`src/rtl/operand_skew_feeder_pkg.sv`:
```
// Shared types and helpers for the systolic-array operand skew feeder.
package sa_feed_pkg;

  typedef enum logic [1:0] {
    IDLE   = 2'd0,
    STREAM = 2'd1,
    DRAIN  = 2'd2
  } feeder_state_e;

  // Upper bounds for the generic lane_slice helper (vector and lane widths).
  localparam int MAX_VEC    = 4096;
  localparam int MAX_LANE_W = 256;

  function automatic int drain_cnt_w(input int lanes);
    return $clog2(lanes) + 1;
  endfunction

  // Returns lane i of a packed vector in the low bits; caller truncates to its width.
  function automatic logic [MAX_LANE_W-1:0] lane_slice(input logic [MAX_VEC-1:0] vec,
                                                        input int i, input int width);
    logic [MAX_VEC-1:0] sh;
    sh = vec >> (i * width);
    return sh[MAX_LANE_W-1:0];
  endfunction

endpackage

```
`src/rtl/operand_skew_feeder_delay.sv`:
```
// skew_delay_line: DEPTH-stage synchronous-reset register chain for one lane.
module skew_delay_line #(
  parameter int DEPTH = 1,
  parameter int WIDTH = 8
) (
  input  logic             clk,
  input  logic             rst,
  input  logic [WIDTH-1:0] d,
  output logic [WIDTH-1:0] q
);

  logic [DEPTH-1:0][WIDTH-1:0] stage;

  always_ff @(posedge clk) begin
    if (rst) begin
      stage <= '0;
    end else begin
      stage[0] <= d;
      for (int k = 1; k < DEPTH; k++) stage[k] <= stage[k-1];
    end
  end

  assign q = stage[DEPTH-1];

endmodule

```
`src/rtl/operand_skew_feeder.sv`:
```
// Diagonal operand skew feeder for the systolic-array edge, with tile drain tracking.
// Optional per-lane parity through the delay lines: define OPERAND_SKEW_FEEDER_PARITY_EN.
module operand_skew_feeder
  import sa_feed_pkg::*;
#(
  parameter int LANES = 4,
  parameter int WIDTH = 32
) (
  input  logic                   clk,
  input  logic                   rst,
  input  logic                   in_valid,
  output logic                   in_ready,
  input  logic [LANES*WIDTH-1:0] in_data,
  input  logic                   in_last,
  output logic [LANES*WIDTH-1:0] out_data,
  output logic [LANES-1:0]       out_valid,
  output logic                   tile_done,
  output logic                   busy,
  output logic [LANES-1:0]       out_par_err,
  output feeder_state_e          dbg_state
);

  localparam int CW = drain_cnt_w(LANES);
`ifdef OPERAND_SKEW_FEEDER_PARITY_EN
  localparam int PB = 1;
`else
  localparam int PB = 0;
`endif
  localparam int SW = WIDTH + 1 + PB;

  // Handshake: a vector transfers only in a cycle where in_valid && in_ready;
  // in_last is meaningful only in that cycle. The output side has no backpressure.
  feeder_state_e state, state_nx;
  logic [CW-1:0] cnt;
  logic          accept;

  assign accept = in_valid && in_ready;

  always_ff @(posedge clk) begin
    if (rst) state <= IDLE;
    else     state <= state_nx;
  end

  always_comb begin
    state_nx = state;
    case (state)
      IDLE, STREAM: begin
        if (accept) begin
          if (in_last) state_nx = (LANES == 1) ? IDLE : DRAIN;
          else         state_nx = STREAM;
        end
      end
      DRAIN:   if (cnt == CW'(1)) state_nx = IDLE;
      default: state_nx = IDLE;
    endcase
  end

  always_comb begin
    in_ready  = (state != DRAIN);
    busy      = (state != IDLE);
    dbg_state = state;
  end

  // Drain counter spans the LANES-1 cycles the last vector needs to clear the deepest lane.
  always_ff @(posedge clk) begin
    if (rst) begin
      cnt       <= '0;
      tile_done <= 1'b0;
    end else begin
      tile_done <= (LANES == 1) ? (accept && in_last) : (state == DRAIN && cnt == CW'(1));
      if (state != DRAIN && state_nx == DRAIN) cnt <= CW'(LANES - 1);
      else if (state == DRAIN)                 cnt <= cnt - CW'(1);
    end
  end

  for (genvar i = 0; i < LANES; i++) begin : g_lane
    logic [WIDTH-1:0] lane_d;
    logic [SW-1:0]    din;
    logic [SW-1:0]    dout;

    assign lane_d = WIDTH'(lane_slice(MAX_VEC'(in_data), i, WIDTH));
`ifdef OPERAND_SKEW_FEEDER_PARITY_EN
    assign din = accept ? {1'b1, ^lane_d, lane_d} : '0;
`else
    assign din = accept ? {1'b1, lane_d} : '0;
`endif

    skew_delay_line #(.DEPTH(i + 1), .WIDTH(SW)) u_dl (
      .clk (clk),
      .rst (rst),
      .d   (din),
      .q   (dout)
    );

    assign out_valid[i]                = dout[SW-1];
    assign out_data[i*WIDTH +: WIDTH]  = dout[WIDTH-1:0];
`ifdef OPERAND_SKEW_FEEDER_PARITY_EN
    assign out_par_err[i] = dout[SW-1] && ((^dout[WIDTH-1:0]) != dout[WIDTH]);
`else
    assign out_par_err[i] = 1'b0;
`endif
  end

endmodule

```
`config.mk`:
```
export PLATFORM = sky130hd
export DESIGN_NAME = operand_skew_feeder
export DESIGN_NICKNAME = d
export VERILOG_FILES = /design/src/rtl/operand_skew_feeder_pkg.sv /design/src/rtl/operand_skew_feeder_delay.sv /design/src/rtl/operand_skew_feeder.sv
export SDC_FILE = /design/constraint.sdc
export NUM_CORES = 1
export LEC_CHECK = 0
export CORE_MARGIN = 2
export CORE_UTILIZATION = 51
export DETAILED_ROUTE_END_ITERATION = 10
export HOLD_SLACK_MARGIN = 0.12
export PLACE_DENSITY = 0.84
export RECOVER_POWER = 25
export SLEW_MARGIN = 10
export SYNTH_ARGS = -nofsm -noshare
export SYNTH_HDL_FRONTEND = slang
export SYNTH_SLANG_ARGS = --single-unit
```
`constraint.sdc`:
```
create_clock -name clk -period 1.8 [get_ports clk]
set_input_delay 0.27 -clock clk [delete_from_list [all_inputs] [get_ports clk]]
set_output_delay 0.27 -clock clk [all_outputs]
set_load 0.005 [all_outputs]
```
==> Slide: Implementation Results, run 1 <==
Implementation Results

Cells and area
  • Non-CTS buffers: 274
  • Top class by area: sequential cells
  • Comb gates: 347
  • Commonest Layout Cell: dfxtp_1
  • Largest register FFs: 193
  • Finished Layout Cells: 1251
  • Post-Route Utilization: about 70%
  • Ant diodes: 0

Run status
  • Status: finished clean

Setup path
  • Critical-path cell list: or2_2 > dlygate4sd2_1
  • Slowest CP cell: dfxtp_2
  • Worst Path Buf+Inv: 1
  • Critical Path Sink: busy
  • Element type at the critical path end: output pin
  • Reg2reg start: dbg_state[1]

Synthesis
  • Mapped Cells: 819
  • Number of cells in Yosys stat: about 800
  • Post-Syn Area per Cell: about 12 um2
  • Yosys cell types: 25

Die
  • Die area: a little over 0.02 mm2
  • Ports: between 200 and 300
  • Die width: 142 um
  • Tap Cells: between 200 and 250

Flow run
  • Log Warnings: 29

Min path
  • Hold Startpoint: in_data[75]
  • WHS Endpoint: g_lane[2].u_dl.stage[11]

Global route
  • Largest net degree at the start of global routing: ~150
  • GRT Total Usage: approximately 16%
  • Initial antenna violation count: 0

Pwr
  • Clock network power share: 48.3%
  • Top Consumer: clock

Route
  • Met3 wire length: around 1300 um
  • Initial detailed-routing violation count: between 100 and 150

Clocking
  • Root buf cell: clkbuf_16
  • Max clock buf depth: 3
  • Clk_lat worst skew: 500 ps
  • Post-cts hold buffer count: 1
  • Clock Pin Slew Worst Setup and Hold Paths: approximately 60 ps

Timing
  • Setup TNS: 0 ps

Place
  • Hpwl dp: ~11000 um
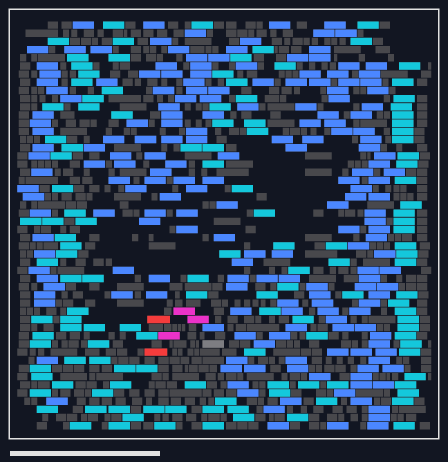
Fig. 1. Sequential cells grouped by signal name (run 1).
The bar under the picture is 50 um long.
colour	netlist name	placed flops
cyan	g_lane.u_dl.q	131
blue	g_lane.u_dl.stage	193
magenta	cnt	3
red	dbg_state	2

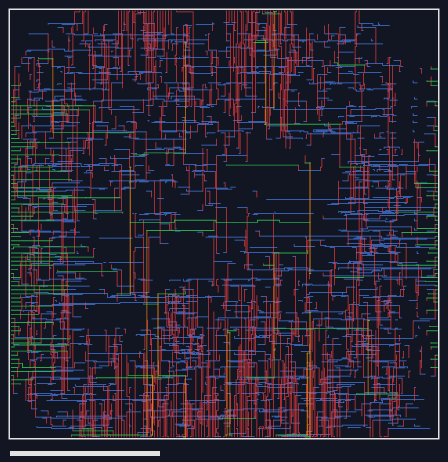
Fig. 2. Wiring by layer (run 1).
The bar under the picture is 50 um long.
colour	layer	wire length
red	met2	8360 um
blue	met1	6220 um
orange	met4	539 um
green	met3	1310 um

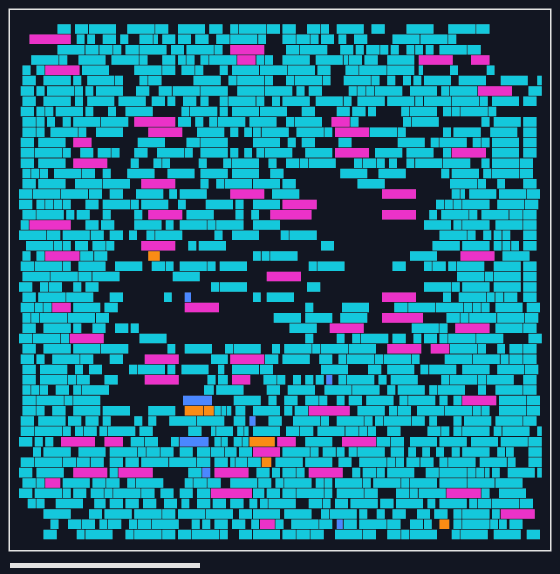
Fig. 3. Cell sizes after repair (run 1).
The bar under the picture is 50 um long.
colour	size	cells	share	most used
orange	drive 3 to 4	6	0.59%	buf_4
magenta	drive 6 and up	56	5.5%	clkbuf_16
cyan	drive 1 or less	948	93%	dfxtp_1
blue	drive 2	7	0.69%	clkinv_2

==> run 2: changes to the inputs <==
--- a/config.mk
+++ b/config.mk
@@ -15,3 +15,4 @@
 export SYNTH_ARGS = -nofsm -noshare
 export SYNTH_HDL_FRONTEND = slang
 export SYNTH_SLANG_ARGS = --single-unit
+export TNS_END_PERCENT = 20
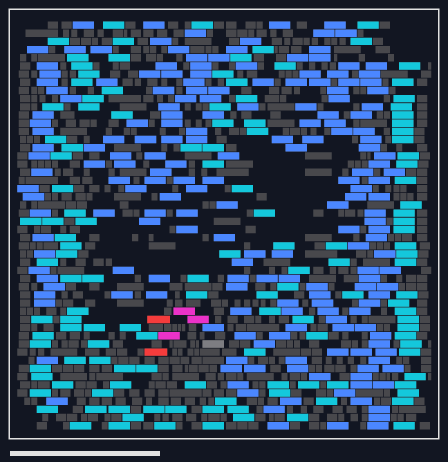
Fig. 4. Sequential cells grouped by signal name (run 2).
The bar under the picture is 50 um long.
colour	netlist name	placed flops
magenta	cnt	3
blue	g_lane.u_dl.stage	193
red	dbg_state	2
cyan	g_lane.u_dl.q	131

==> run 2 against run 1 <==
Net effect: worst hold slack did not move; fmax unchanged; clock-buffer cell count did not move; synthesized area unchanged; critical path type unchanged; largest cell class unchanged; clock power hardly changed; sequential power barely moved; critical endpoint unchanged; via count stayed put; utilization did not move; first-iteration DRC count unchanged; sequential cell count stayed put; sequential share of layout area unchanged.
==> Slide: Implementation Results, run 2 <==
Implementation Results

Run status
  • Status: finished clean

Route
  • Initial detailed-routing violation count: 141
  • Met3 wire length: between 1000 and 1500 um

Pwr
  • Clock network power share: around half
  • Top Consumer: clock

Die
  • Ports: around 270
  • Tap Cells: 234
  • Die width: 142 um

Cells and area
  • Largest register FFs: 193
  • Ant diodes: 0
  • Finished Layout Cells: around 1300
  • Non-CTS buffers: 274
  • Comb gates: 347
  • Share of cells above drive strength 1: 6.78%

Min path
  • Hold Startpoint: in_data[75]
  • WHS Endpoint: g_lane[2].u_dl.stage[11]

Synthesis
  • Number of cells in Yosys stat: about 820
  • Post-Syn Area per Cell: between 10 and 15 um2
  • Mapped Cells: 819
  • Yosys cell types: 25

Global route
  • GRT Total Usage: 16.3%

Clocking
  • Post-cts hold buffer count: 1
  • Clock Pin Slew Worst Setup and Hold Paths: ~60 ps
  • Max clock buf depth: 3
  • Clk_lat worst skew: around 500 ps

Setup path
  • Slowest CP cell: dfxtp_2
  • Worst Path Buf+Inv: 1
  • Reg2reg start: dbg_state[1]
  • Critical Path Sink: busy
  • Critical-path cell list: or2_2 > dlygate4sd2_1
  • Element type at the critical path end: output pin

Flow run
  • Log Warnings: 29

Place
  • Hpwl dp: 10700 um
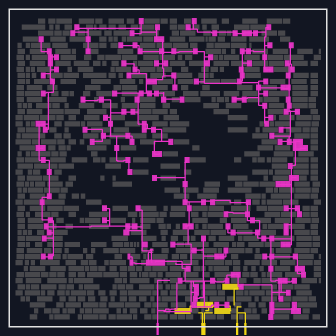
Fig. 5. I/O nets highlighted (run 2).
colour	port	direction	edge	end cells	wire
yellow	out_valid	output	bottom	4	60.8 um
magenta	rst	input	bottom	202	1540 um

Power and IR drop assume default switching activity.
